Run 1, cell classes on the final placement:
Drawn at 2 px/µm. Fill, decap, tap and diode cells in grey.
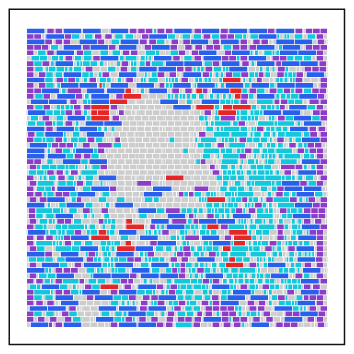
Run 1, gate families picked out:
Drawn at 2 px/µm.
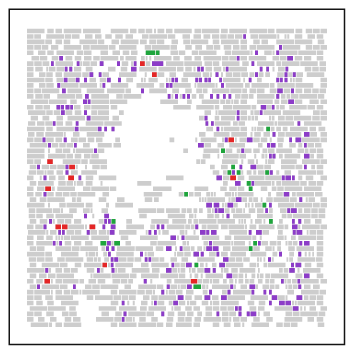
Run 1, routing congestion map:
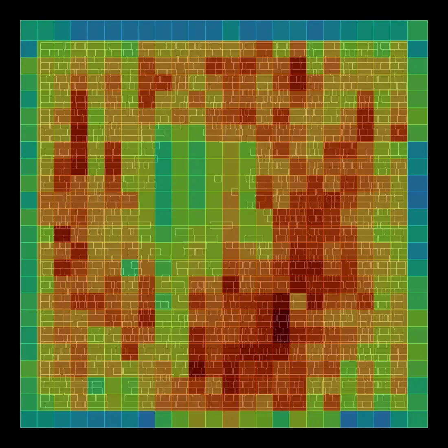
Design mem_access_flat, sky130hd; sources not shown.
==> reports/results.ini, run 1 <==
[status]
status=completed

[cells_and_area]
largest_class=multi-input combinational cells
nFillCells=1607
inv_count=17
synthToLayoutAreaGrowth_pct=39.55
clock_buffers=19
buffers=419
clk_share_pct=3.651
final_cell_mix=clkdlybuf4s50_1, dfrtp_1, a21oi_1
antenna_cells=1
seq_cells=188
layout.nets=1657
drive_gt1_share_pct=19.13
signal_buffer_area_fraction_pct=25.96
logic_gate_count=808
logic_area_mm2=0.006280
seq_share_pct=29.04
flop_area_mm2=0.004708

[synth]
syn-instance-count=1122
synthArstFlopShare_pct=100.0
yosysTopAreaCell=dfrtp_1
edf_count=0
yosys.area.top_type_share_pct=40.50
avgSynthCellArea_um2=10.35
ys.flops=188
common_cells=dfrtp_1, a21oi_1, mux2_2, nor2_1, mux2i_1
ys_chip_area_mm2=0.01162
ys_cells=1122
yosysUniqueCellTypes=50
most_common_cell=dfrtp_1
ys_top_cells_by_area=dfrtp_1, mux2_2, mux4_2
flop_cell=dfrtp_1
synth_warnings=6
postSynthSeqShare_pct=40.50
syn_area_mm2=0.01162

[final_timing]
period_used_pct=95.37
hold_ws_ns=0.4514
hold_viol=0
maxSlewViolCount=0
worst_slack_ns=0.1573
finalCriticalPeriod_ns=3.243
finalSetupTns_ns=0
rsz0062_at_grt=false
timing.fmax_mhz=308.4
fin_worst_skew_ns=0.01467
worstMarginPinSlew_ns=1.349
finalSetupViolations=0
slew_headroom_pct=10.09

[placed_design]
io_buffers=381
hpwl_mm=32.61
gp_congestion=0.9398
dp_cells=1716
placed_area_mm2=0.01561
pre_cts_ws_ns=0.2801

[pwr]
ir_drop_v=0.0003658
power_mw=10.72
powerDensity_mw_per_mm2=661.2
leakage_nw=6.641

[drt]
detail-route-antenna-nets=0
firstDrtPassIters=5
drt_iter0_markers=1100
viasPerCell=6.188
drc_errors=0
dr.max_layer_used=met5
dr_wl_met2_mm=21.21
wire_per_inst_um=24.71
drt_wl_total_mm=43.25
wl_met1_mm=15.14
wl_met3_mm=4.744
num_vias=10830

[run]
cap_viol_max_count=0
tool_warnings=26

[floorplan]
nWellTaps=285
fp_util_pct=51.62
fp.dieH_um=166.9
die_x_um=166.9
dieArea_mm2=0.02786
ios=385

[critical_path]
cp_common_cell=nand4_1
path_max_fanout=32
arrival_ns=3.61
critPathLaunchType=register
cp.depth=8
rrSetupSlack_ns=0.16
criticalPathCategory=register to register
end_kind=register
crit_path_top_delay_cell=a311o_1
ff2ff_path_depth=8
worstPathRequired_ns=3.77
cpPeakStageDelay_ns=0.81
crit_chain=buf_4 > nor2_1 > nand4_1 > a311o_1 > nand4_1 > nor3b_1 > a21oi_1 > a21oi_2
path_delay_family=simple AND/OR/NAND/NOR gates
path_buffers=1

[global_route]
grt_pass1_vias=11260
antenna_found_initial=3
grt_use_total_pct=30.56
grt_max_degree=78
overflow=0
grt_pass1_wl_mm=66.81

[clocking]
clock_latency_ns=0.43
clock-sinks=188
numCtsBuffers=17
clk_path_buf_depth=2
cts_tree=built
clkSlewWorstSetupHoldPaths_ns=0.08
cts_setup_buffers=0
cts_root_buffer=clkbuf_16
cts_max_level=4
cts_resized=0

[worst_hold_path]
hp-class=primary input to register
hold_depth=5

About 'cell classes on the final placement':
blue -> flip-flops  # cells 188, share of their area 30%
cyan -> all other logic  # cells 825, share of their area 40%
purple -> other buffers and delay cells  # cells 419, share of their area 27%
red -> clock drivers and dummy loads  # cells 32, share of their area 3.7%
Rows: 55
Design Area, Final: 0.01621 mm²
core area: 0.02250 mm²

About 'gate families picked out':
purple -> inverting AOI/OAI gates  # cells 246, where all over the die
red -> AND-OR and OR-AND gates  # cells 14
green -> AND and OR gates  # cells 20
fin cells: 1,750
most frequent logic cell in the layout: clkdlybuf4s50_1
combinational share of cell area: 38.74%

About 'routing congestion map':
Global Route met2 Usage: 52.01%
Top Usage Layer GRT: met2
Layout Utilization: 72.04%

[run 1: repair_timing]
item                       CTS  global route
hold buffers                 1             0
hold endpoints to repair    73             0
setup endpoints to repair    0             0
[run 1: per-layer routing]
| metal | global-route usage (%) | vias up |
|---|---|---|
| li1 | - | 4754 |
| met1 | 33.90 | 5239 |
| met2 | 52.01 | 702 |
| met3 | 10.66 | 130 |
| met4 | 14.22 | 4 |
| met5 | 0 | - |
[run 1: cells by family after synthesis]
kind of cell           Yosys count  synth area share, %
flip-flops                     188                40.50
AND/OR/NAND/NOR                313                14.62
buffers and inverters          128                5.687
AND-OR/OR-AND                  260                13.69
other                            1              0.03228
multiplexers                   232                25.47
[run 1: power breakdown]
part           switching (mW)  internal (mW)  leakage, nW
combinational            2.25           2.89         4.17
sequential              0.548           3.00         2.18
clock                    1.02           1.01        0.288
==> inputs of run 2 (changes only) <==
- CORE_UTILIZATION: 51 -> 52
- CTS_BUF_LIST: default -> sky130_fd_sc_hd__clkbuf_8
- PLACE_DENSITY: 0.88 -> 0.89
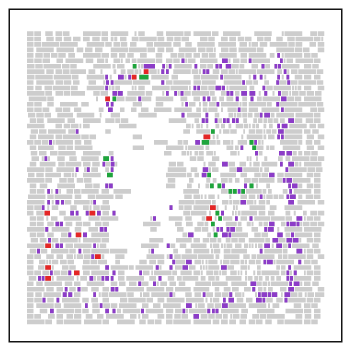
Run 2: gate families picked out
Drawn at 2 px/µm.
red -> AND-OR and OR-AND gates  # cells 14
green -> AND and OR gates  # cells 20
purple -> inverting AOI/OAI gates  # cells 246, where all over the die
combinational share of cell area: 39.31%
fin cells: 1,746

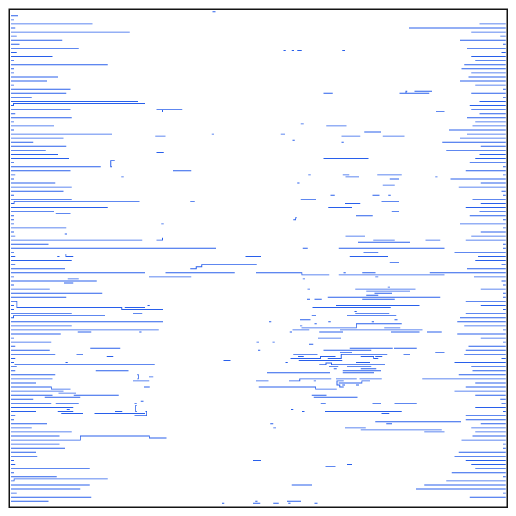
Run 2: signal wires on met3
Drawn at 3 px/µm.
share of all routed wire = 10%
longest straight run = 68.1 µm
wire length on this layer = 4,250 µm
main direction = horizontal
nets with wire on the layer = 344
met3 Use GR: 9.370%
vias: 10,530
WL final: 41.64 mm

==> run 2 against run 1 <==
Net effect: clock-buffer cell count is 2 lower; global-route usage is 1.0 points lower; power fell by 5.8%; sequential power about the same; synthesized area stayed put; worst hold slack got worse by 0.27 ns; design area is 1.5% lower; core utilization is 0.94 points higher; first-iteration DRC count fell by 13%; sequential share of layout area rose by 0.44 points; sequential cell count is the same; non-clock buffer count shrank 5; largest power group unchanged.
==> reports/results.ini, run 2 <==
[status]
status=completed

[floorplan]
coreArea_mm2=0.02189  ; -2.7%
fp.dieH_um=165.5  ; -0.87%
ios=385  ; unchanged
die_x_um=165.5  ; -0.87%
dieArea_mm2=0.02738  ; -1.7%
fp_util_pct=53.06  ; +1.4 points
fp-row-count=54  ; -1.8%

[global_route]
grt_use_total_pct=29.54  ; -1.0 points
grt_pass1_wl_mm=61.71  ; -7.6%
grt_pass1_vias=10780  ; -4.2%
gr-usage-met1_pct=32.67  ; -1.2 points
grtUsageMet2_pct=50.92  ; -1.1 points
antenna_found_initial=8  ; +5
grt_max_degree=93  ; +19%
busiest_layer=met2
overflow=0  ; unchanged

[clocking]
cts_max_level=4  ; unchanged
clkSlewWorstSetupHoldPaths_ns=0.11  ; +0.03 ns
numCtsBuffers=17  ; unchanged
clock-sinks=188  ; unchanged
hold_buffers=1  ; unchanged
clk_path_buf_depth=2  ; unchanged
cts_root_buffer=clkbuf_8
clock_latency_ns=0.48  ; +0.05 ns
cts_tree=built
cts_resized=0  ; unchanged
cts_setup_buffers=0  ; unchanged

[pwr]
intPower_mw=6.411  ; -7.1%
maxPowerGroup=combinational logic
powerDensity_mw_per_mm2=631.8  ; -4.4%
seqPwrFrac_pct=35.0  ; +1.9 points
pg_clk_mw=1.52  ; -25%
p_sw_mw=3.683  ; -3.5%
power_mw=10.09  ; -5.8%
powerComb_mw=5.05  ; -2%
ir_drop_v=0.0003543  ; -3.1%
combPwrFrac_pct=50.0  ; +2.0 points
pg_seq_mw=3.53  ; about the same
leakage_nw=6.524  ; -1.8%
swShare_pct=36.49  ; +0.86 points
p_clk_share_pct=15.0  ; -3.9 points

[synth]
postSynthSeqShare_pct=40.50  ; unchanged
syn_area_mm2=0.01162  ; unchanged
synthArstFlopShare_pct=100.0  ; unchanged
edf_count=0  ; unchanged
yosysTopAreaCell=dfrtp_1
yosys.area.top_type_share_pct=40.50  ; unchanged
most_common_cell=dfrtp_1
synth_warnings=6  ; unchanged
ys_top_cells_by_area=dfrtp_1, mux2_2, mux4_2
ys_chip_area_mm2=0.01162  ; unchanged
ys_cells=1122  ; unchanged
syn-instance-count=1122  ; unchanged
yosysUniqueCellTypes=50  ; unchanged
avgSynthCellArea_um2=10.35  ; unchanged
ys.flops=188  ; unchanged
common_cells=dfrtp_1, a21oi_1, mux2_2, nor2_1, mux2i_1

[final_timing]
rsz0062_at_grt=false
hold_viol=0  ; unchanged
fin_worst_skew_ns=0.02452  ; +0.009845 ns
timing.fmax_mhz=346.3  ; +12%
hold_ws_ns=0.1823  ; -0.2691 ns
worstMarginPinSlew_ns=0.9556  ; -0.3931 ns
period_used_pct=84.94  ; -10 points
finalSetupTns_ns=0  ; unchanged
maxSlewViolCount=0  ; unchanged
finalSetupViolations=0  ; unchanged
worst_slack_ns=0.5121  ; +0.3548 ns
slew_headroom_pct=36.30  ; +26 points
finalCriticalPeriod_ns=2.888  ; -0.3548 ns

[placed_design]
placed_area_mm2=0.01555  ; -0.34%
pre_cts_ws_ns=0.3051  ; +0.02505 ns
hpwl_mm=31.33  ; -3.9%
io_buffers=381  ; unchanged
gp_congestion=0.9426  ; +0.30%
dp_cells=1706  ; -0.58%

[critical_path]
rrSetupSlack_ns=0.51  ; +0.35 ns
ff2ff_path_depth=8  ; unchanged
crit_path_top_delay_cell=a311o_1
path_delay_family=AND-OR/OR-AND gates
end_kind=register
arrival_ns=3.26  ; -0.35 ns
path_buffers=1  ; unchanged
cpPeakStageDelay_ns=0.83  ; +0.02 ns
cp.depth=8  ; unchanged
path_max_fanout=20  ; -38%
worstPathRequired_ns=3.77  ; about the same
crit_chain=mux2_2 > nand4_1 > a311o_1 > buf_4 > o2111ai_1 > nor3b_1 > a21oi_1 > a21oi_2
criticalPathCategory=register to register
critPathLaunchType=register

[drt]
detail-route-antenna-nets=0  ; unchanged
dr_wl_met2_mm=20.84  ; -1.7%
viasPerCell=6.028  ; -2.6%
wl_met3_mm=4.248  ; -10%
firstDrtPassIters=5  ; unchanged
dr.max_layer_used=met5
drc_errors=0  ; unchanged
drt_iter0_markers=959  ; -13%
wl_met1_mm=14.73  ; -2.7%
wire_per_inst_um=23.85  ; -3.5%

[cells_and_area]
final_cell_mix=clkdlybuf4s50_1, dfrtp_1, a21oi_1
flop_area_mm2=0.004711  ; about the same
layout.nets=1652  ; -0.30%
logic_area_mm2=0.006280  ; unchanged
finish.utilization_pct=72.98  ; +0.94 points
stdcell_area_mm2=0.01598  ; -1.5%
nFillCells=1512  ; -5.9%
synthToLayoutAreaGrowth_pct=37.53
final_common_cell=clkdlybuf4s50_1
drive_gt1_share_pct=18.85  ; -0.28 points

[run]
cap_viol_max_count=0  ; unchanged
tool_warnings=26  ; unchanged

[worst_hold_path]
hp-class=primary input to register
hold_depth=2  ; -3

run 2: cell counts after synthesis:
No cell type changed its count.
run 2: cell type report:
| type | instances | share of cell area, % |
|---|---|---|
| Sequential cell | 188 | 29.49 |
| Antenna cell | 7 | 0.1096 |
| Clock inverter | 15 | 1.010 |
| Inverter | 17 | 0.3994 |
| Tap cell | 280 | 2.193 |
| Clock buffer | 17 | 1.465 |
| Multi-Input combinational cell | 808 | 39.31 |
| Timing Repair Buffer | 414 | 26.03 |
run 2: kinds of logic (layout without fill, tap and decap cells):
family / after synthesis / count (layout) / share of synthesized area [%]
AND/OR/NAND/NOR: 313 / 313 / 14.62
AND-OR/OR-AND: 260 / 260 / 13.69
multiplexers: 232 / 232 / 25.47
flip-flops: 188 / 188 / 40.50
buffers and inverters: 128 / 463 / 5.687
other: 1 / 10 / 0.03228
Power figures rest on the tool's default switching activity, not on a simulated workload.
